==> src/rtl/rf_stage.sv <==
// rf_stage: register-fetch/decode stage of the Beta pipeline.
//
// Latches the fetched PC/IR, decodes the opcode, reads the 32x32 register
// file with bypassing from the ALU/MEM/WB stages, and resolves JMP/BEQ/BNE
// and illegal opcodes for fetch. It also generates the pipeline stall.
//
// Optional feature macro: RF_BYPASS_EN
//   defined   : full ALU/MEM/WB bypass, stall only on load-use
//   undefined : WB write-through only, stall on any in-flight ALU/MEM writer
//
// Ports:
//   clk, rst                      clock, async active-high reset
//   pc_next, ir_next              PC+4 and instruction from fetch
//   irq                           interrupt request (IR source select only)
//   wb_we, wb_rc, wb_data         register-file write port from WB
//   alu_we, alu_rc, alu_res       in-flight writer in ALU stage
//   mem_we, mem_rc, mem_res       in-flight writer in MEM stage
//   alu_is_ld                     ALU-stage instruction is LD/LDR
//   stall                         holds fetch and this stage
//   zr                            bypassed Ra == 0
//   ir_src_rf                     IR source select for fetch
//   ill_op, op_jmp, op_beq, op_bne decode results
//   br_addr, j_addr               branch / jump targets
//   pc_alu_next, ir_alu_next      ALU stage register inputs
//   a_next, b_next, d_next        Ra, Rb-or-literal, store data (Rc)

`ifndef INST_NOP
`define INST_NOP 32'h83FF_F800
`endif
`ifndef PC_RESET_ADDR
`define PC_RESET_ADDR 32'h0000_0000
`endif
`ifndef IR_SRC_DATA
`define IR_SRC_DATA 2'd0
`endif
`ifndef IR_SRC_NOP
`define IR_SRC_NOP 2'd1
`endif
`ifndef IR_SRC_EXCEPT
`define IR_SRC_EXCEPT 2'd2
`endif

module rf_stage (
  input  logic        clk,
  input  logic        rst,
  input  logic [31:0] pc_next,
  input  logic [31:0] ir_next,
  input  logic        irq,
  input  logic        wb_we,
  input  logic [4:0]  wb_rc,
  input  logic [31:0] wb_data,
  input  logic        alu_we,
  input  logic        mem_we,
  input  logic [4:0]  alu_rc,
  input  logic [4:0]  mem_rc,
  input  logic [31:0] alu_res,
  input  logic [31:0] mem_res,
  input  logic        alu_is_ld,
  output logic        stall,
  output logic        zr,
  output logic [1:0]  ir_src_rf,
  output logic        ill_op,
  output logic        op_jmp,
  output logic        op_beq,
  output logic        op_bne,
  output logic [31:0] br_addr,
  output logic [31:0] j_addr,
  output logic [31:0] pc_alu_next,
  output logic [31:0] ir_alu_next,
  output logic [31:0] a_next,
  output logic [31:0] b_next,
  output logic [31:0] d_next
);

  logic [31:0] pc_rf;
  logic [31:0] ir_rf;
  logic [31:0] regs [0:31];

  logic [5:0]  opcode;
  logic [4:0]  rc, ra, rb, rb2;
  logic [15:0] lit;
  logic [31:0] lit_sext;
  logic        legal, is_ld, is_st, is_ldr, use_lit, use_ra, use_p2;
  logic [31:0] ra_val, p2_val, rc_val;

  // Pipeline register
  always_ff @(posedge clk or posedge rst) begin
    if (rst) begin
      pc_rf <= `PC_RESET_ADDR;
      ir_rf <= `INST_NOP;
    end else if (!stall) begin
      pc_rf <= pc_next;
      ir_rf <= ir_next;
    end
  end

  // Register array, intentionally not reset; R31 is never stored
  always_ff @(posedge clk) begin
    if (wb_we && wb_rc != 5'd31)
      regs[wb_rc] <= wb_data;
  end

  assign opcode   = ir_rf[31:26];
  assign rc       = ir_rf[25:21];
  assign ra       = ir_rf[20:16];
  assign rb       = ir_rf[15:11];
  assign lit      = ir_rf[15:0];
  assign lit_sext = {{16{lit[15]}}, lit};

  assign is_ld  = (opcode == 6'h18);
  assign is_st  = (opcode == 6'h19);
  assign is_ldr = (opcode == 6'h1F);

  // 0x20-0x3F are legal except every xxx111 slot
  always_comb begin
    case (opcode)
      6'h18, 6'h19, 6'h1B, 6'h1C, 6'h1D, 6'h1F: legal = 1'b1;
      default: legal = opcode[5] && (opcode[2:0] != 3'b111);
    endcase
  end

  assign use_lit = (opcode >= 6'h30) || is_ld || is_st || is_ldr;
  assign rb2     = is_st ? rc : rb;

  // Registers genuinely consumed: LDR has no Ra; only register-form ALU ops
  // and ST use the second port. Used to avoid spurious interlocks.
  assign use_ra = legal && !is_ldr;
  assign use_p2 = legal && (is_st || (opcode[5:4] == 2'b10));

  // Later assignments override earlier ones, giving ALU > MEM > WB > array
  function automatic logic [31:0] rd_port(input logic [4:0] r,
                                          input logic [31:0] arr);
    logic [31:0] v;
    v = arr;
    if (wb_we && wb_rc == r) v = wb_data;
`ifdef RF_BYPASS_EN
    if (mem_we && mem_rc == r) v = mem_res;
    if (alu_we && alu_rc == r) v = alu_res;
`endif
    if (r == 5'd31) v = '0;
    return v;
  endfunction

  function automatic logic hazard(input logic [4:0] r);
`ifdef RF_BYPASS_EN
    return (r != 5'd31) && alu_is_ld && alu_we && (alu_rc == r);
`else
    return (r != 5'd31) && ((alu_we && alu_rc == r) || (mem_we && mem_rc == r));
`endif
  endfunction

`ifndef RF_BYPASS_EN
  logic unused_byp;
  assign unused_byp = ^{alu_res, mem_res, alu_is_ld};
`endif

  always_comb begin
    ra_val = rd_port(ra, regs[ra]);
    p2_val = rd_port(rb2, regs[rb2]);
    rc_val = rd_port(rc, regs[rc]);
  end

  always_comb begin
    stall = (use_ra && hazard(ra)) || (use_p2 && hazard(rb2));
  end

  assign a_next      = ra_val;
  assign b_next      = use_lit ? lit_sext : p2_val;
  assign d_next      = rc_val;
  assign zr          = (a_next == 32'd0);
  assign j_addr      = a_next & ~32'h3;
  assign br_addr     = pc_rf + {lit_sext[29:0], 2'b00};
  assign pc_alu_next = pc_rf;

  always_comb begin
    ill_op      = 1'b0;
    op_jmp      = 1'b0;
    op_beq      = 1'b0;
    op_bne      = 1'b0;
    ir_alu_next = ir_rf;
    if (stall) begin
      ir_alu_next = `INST_NOP;
    end else if (!legal) begin
      ill_op      = 1'b1;
      ir_alu_next = `INST_NOP;
    end else begin
      op_jmp = (opcode == 6'h1B);
      op_beq = (opcode == 6'h1C);
      op_bne = (opcode == 6'h1D);
    end
  end

  always_comb begin
    if (irq || ill_op)
      ir_src_rf = `IR_SRC_EXCEPT;
    else if (op_jmp || (op_beq && zr) || (op_bne && !zr))
      ir_src_rf = `IR_SRC_NOP;
    else
      ir_src_rf = `IR_SRC_DATA;
  end

endmodule
==> config.mk <==
export PLATFORM = sky130hd
export DESIGN_NAME = rf_stage
export DESIGN_NICKNAME = d
export VERILOG_FILES = /design/src/rtl/rf_stage.sv
export SDC_FILE = /design/constraint.sdc
export NUM_CORES = 2
export LEC_CHECK = 0
export CORE_ASPECT_RATIO = 1.5
export CORE_UTILIZATION = 30
export CTS_CLUSTER_SIZE = 28
export DETAILED_ROUTE_END_ITERATION = 16
export PLACE_DENSITY_LB_ADDON = 0.3
export SETUP_SLACK_MARGIN = 0.05
export SYNTH_ARGS = -nofsm -noshare
export SYNTH_HDL_FRONTEND = slang
export SYNTH_SLANG_ARGS = --single-unit
==> constraint.sdc <==
create_clock -name clk -period 16.05 [get_ports clk]
set_clock_uncertainty 0.15 [all_clocks]
set_input_delay 4.0125 -clock clk [delete_from_list [all_inputs] [get_ports clk]]
set_output_delay 4.0125 -clock clk [all_outputs]
set_load 0.005 [all_outputs]
==> images/flops_by_reg.png <==
Other sequential cells in the stronger gray, the rest of the logic in the fainter gray.
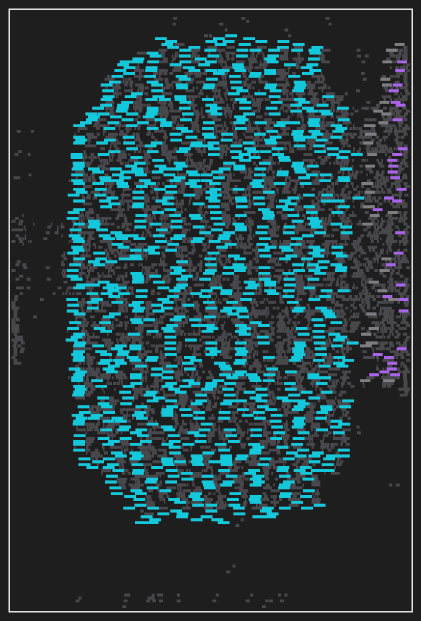
name in the netlist	color	sequential cells
`pc_alu_next`	purple	32
`regs`	cyan	1024
utilization after layout: 35.1%
footprint of the flip-flops and latches: 32400 um2

==> images/io_fan.png <==
Scale bar: 100 um.
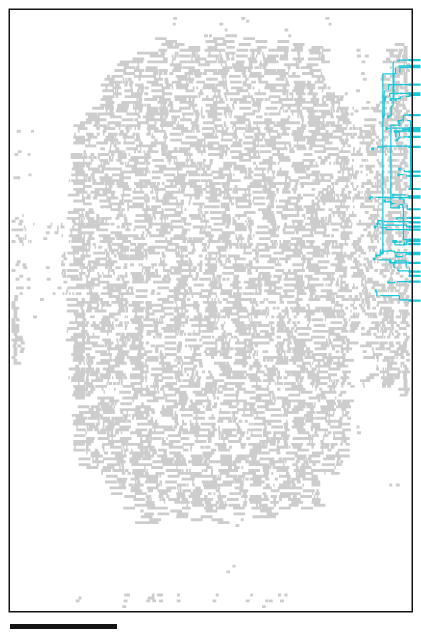
port	color	bits	direction	edge	end cells	wire
`ir_alu_next`	cyan	32	output	east	32	1130 um
count of boundary I/O pins: 414
count of buffers from port buffering: 346

==> images/layer_met1.png <==
Supply wires on this layer in gray. Cells faint in the background.
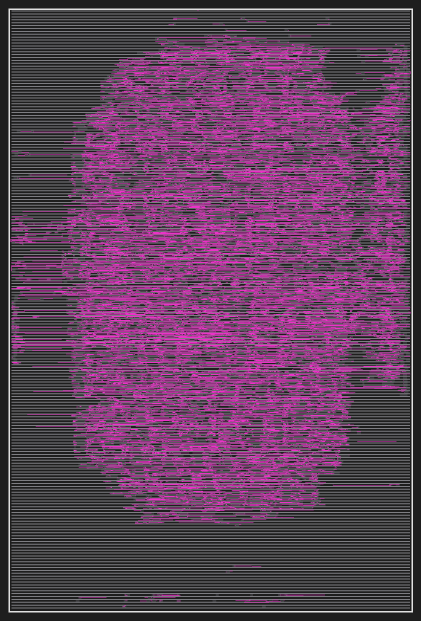
longest straight run	79.1 um
share of all routed wire	36%
vias after detailed routing: 50700
total routed wirelength: 271000 um
met1 capacity usage during global routing: 29.6%

==> GITHUB_STEP_SUMMARY <==
### Yosys + OpenROAD results

| Metric | Value |
|---|---|
| Total setup buffers inserted after CTS | 0 |
| Max cap viols | 0 |
| Clock buffers created by TritonCTS | 113 |
| Setup CP Type | in -> out |
| Standard cell with the maximum stage delay on the critical path | clkdlybuf4s50_1 |
| Status | completed |
| Layout-stage area growth over the synthesis result | 16.4% |
| Peak fanout along the critical path | 12 |
| Tightest Hold Check Type | reg -> reg |
| Critical path data arrival time | 8.96 ns |
| Post-Layout Inst Area | 73600 um2 |
| Wire length of the first global-routing pass | 376000 um |
| HPWL Detailed | 164000 um |
| Sw Pwr | 2.21 mW |
| Standard-cell rows | 206 |
| Max-slew headroom | 6.10% |
| Least setup slack across all paths after layout | 2.93 ns |
| Top cell type's share of synthesized area | 48.7% |
| Pin count of the biggest net entering global routing | 147 |
| Clock Power Share | 36.6% |
| Die boundary width | 377 um |
| Setup repair after global routing missed its margin | false |
==> images/layer_met2.png <==
Cells faint in the background.
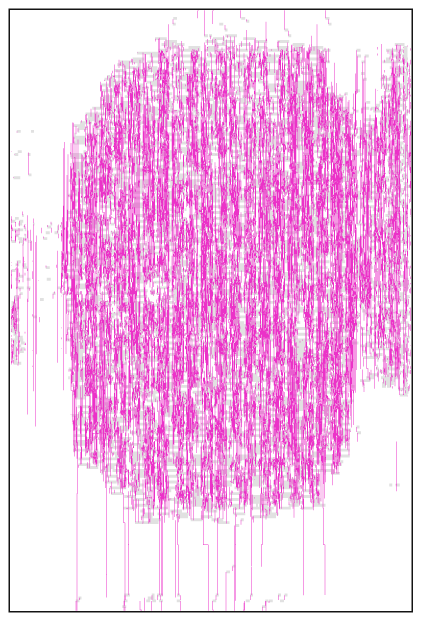
wire length on this layer	126 mm
main direction	vertical
nets with wire on the layer	4617
share of all routed wire	47%
met2 demand-to-capacity share in global routing: 40.1%

==> images/congestion.png <==
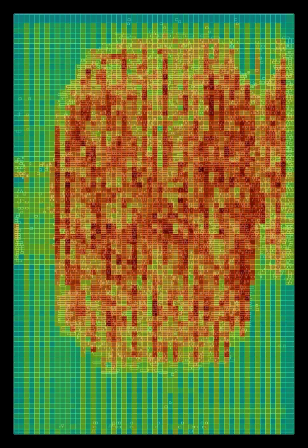
peak-usage layer in the global routing report: met2
WL/cell: 32.9 um
global router's overall resource usage: 24.8%

-- logic make-up after synthesis --
family | after synthesis | share of synthesized area [%]
XOR/XNOR | 53 | 0.735
buffers and inverters | 517 | 3.75
flip-flops | 1088 | 51.2
AND/OR/NAND/NOR | 1775 | 12.2
AND-OR/OR-AND | 885 | 9.85
other | 1 | 0.00593
adder cells (fa/ha/maj) | 30 | 0.606
multiplexers | 839 | 21.6
-- layer usage --
layer	wire length (um)	global-route usage, %	vias up
met5	96	0	-
met4	18900	16.1	16
met3	29300	5.91	830
met2	126000	40.1	3427
met1	96900	29.6	25900
li1	-	-	20600
-- through the flow --
| step | util (%) | hold slack, ns |
|---|---|---|
| floorplan | - | 0.336 |
| global placement | 33.3 | 0.334 |
| detailed placement | 33.3 | 0.342 |
| CTS | 35.1 | 0.355 |
| global route | 35.1 | 0.389 |
| finish | 35.1 | 0.350 |
-- synthesized netlist by cell type, drive strengths merged (25+ instances only) --
cell    number
a211oi      63
a21oi      174
a221oi      57
a22oi       37
a311oi     194
a31oi       37
and3       187
buf        187
clkbuf     304
dfrtp       48
edfxtp    1024
ha          29
inv         25
mux2        28
mux2i      396
mux4       415
nand2     1099
nand3      118
nor2       161
nor3       107
o21ai      145
o221ai      34
o22ai       40
xnor2       34
-- area by class of cell --
cell class | count | area (um2)
diodes | 9 | 22.5
inverters | 26 | 101
repair buffers | 505 | 4770
fillers | 20400 | 136000
clock buffers | 133 | 2950
clock inverters | 76 | 835
flip-flops and latches | 1088 | 32400
multi-input cells | 3616 | 29000
well taps | 2808 | 3510
-- state kept, by name, summed over array words and instances (netlist names) --
name	count
ir_rf	32
pc_alu_next	32
regs	1024
No activity file was given, so power comes from the tool's default toggle rates.
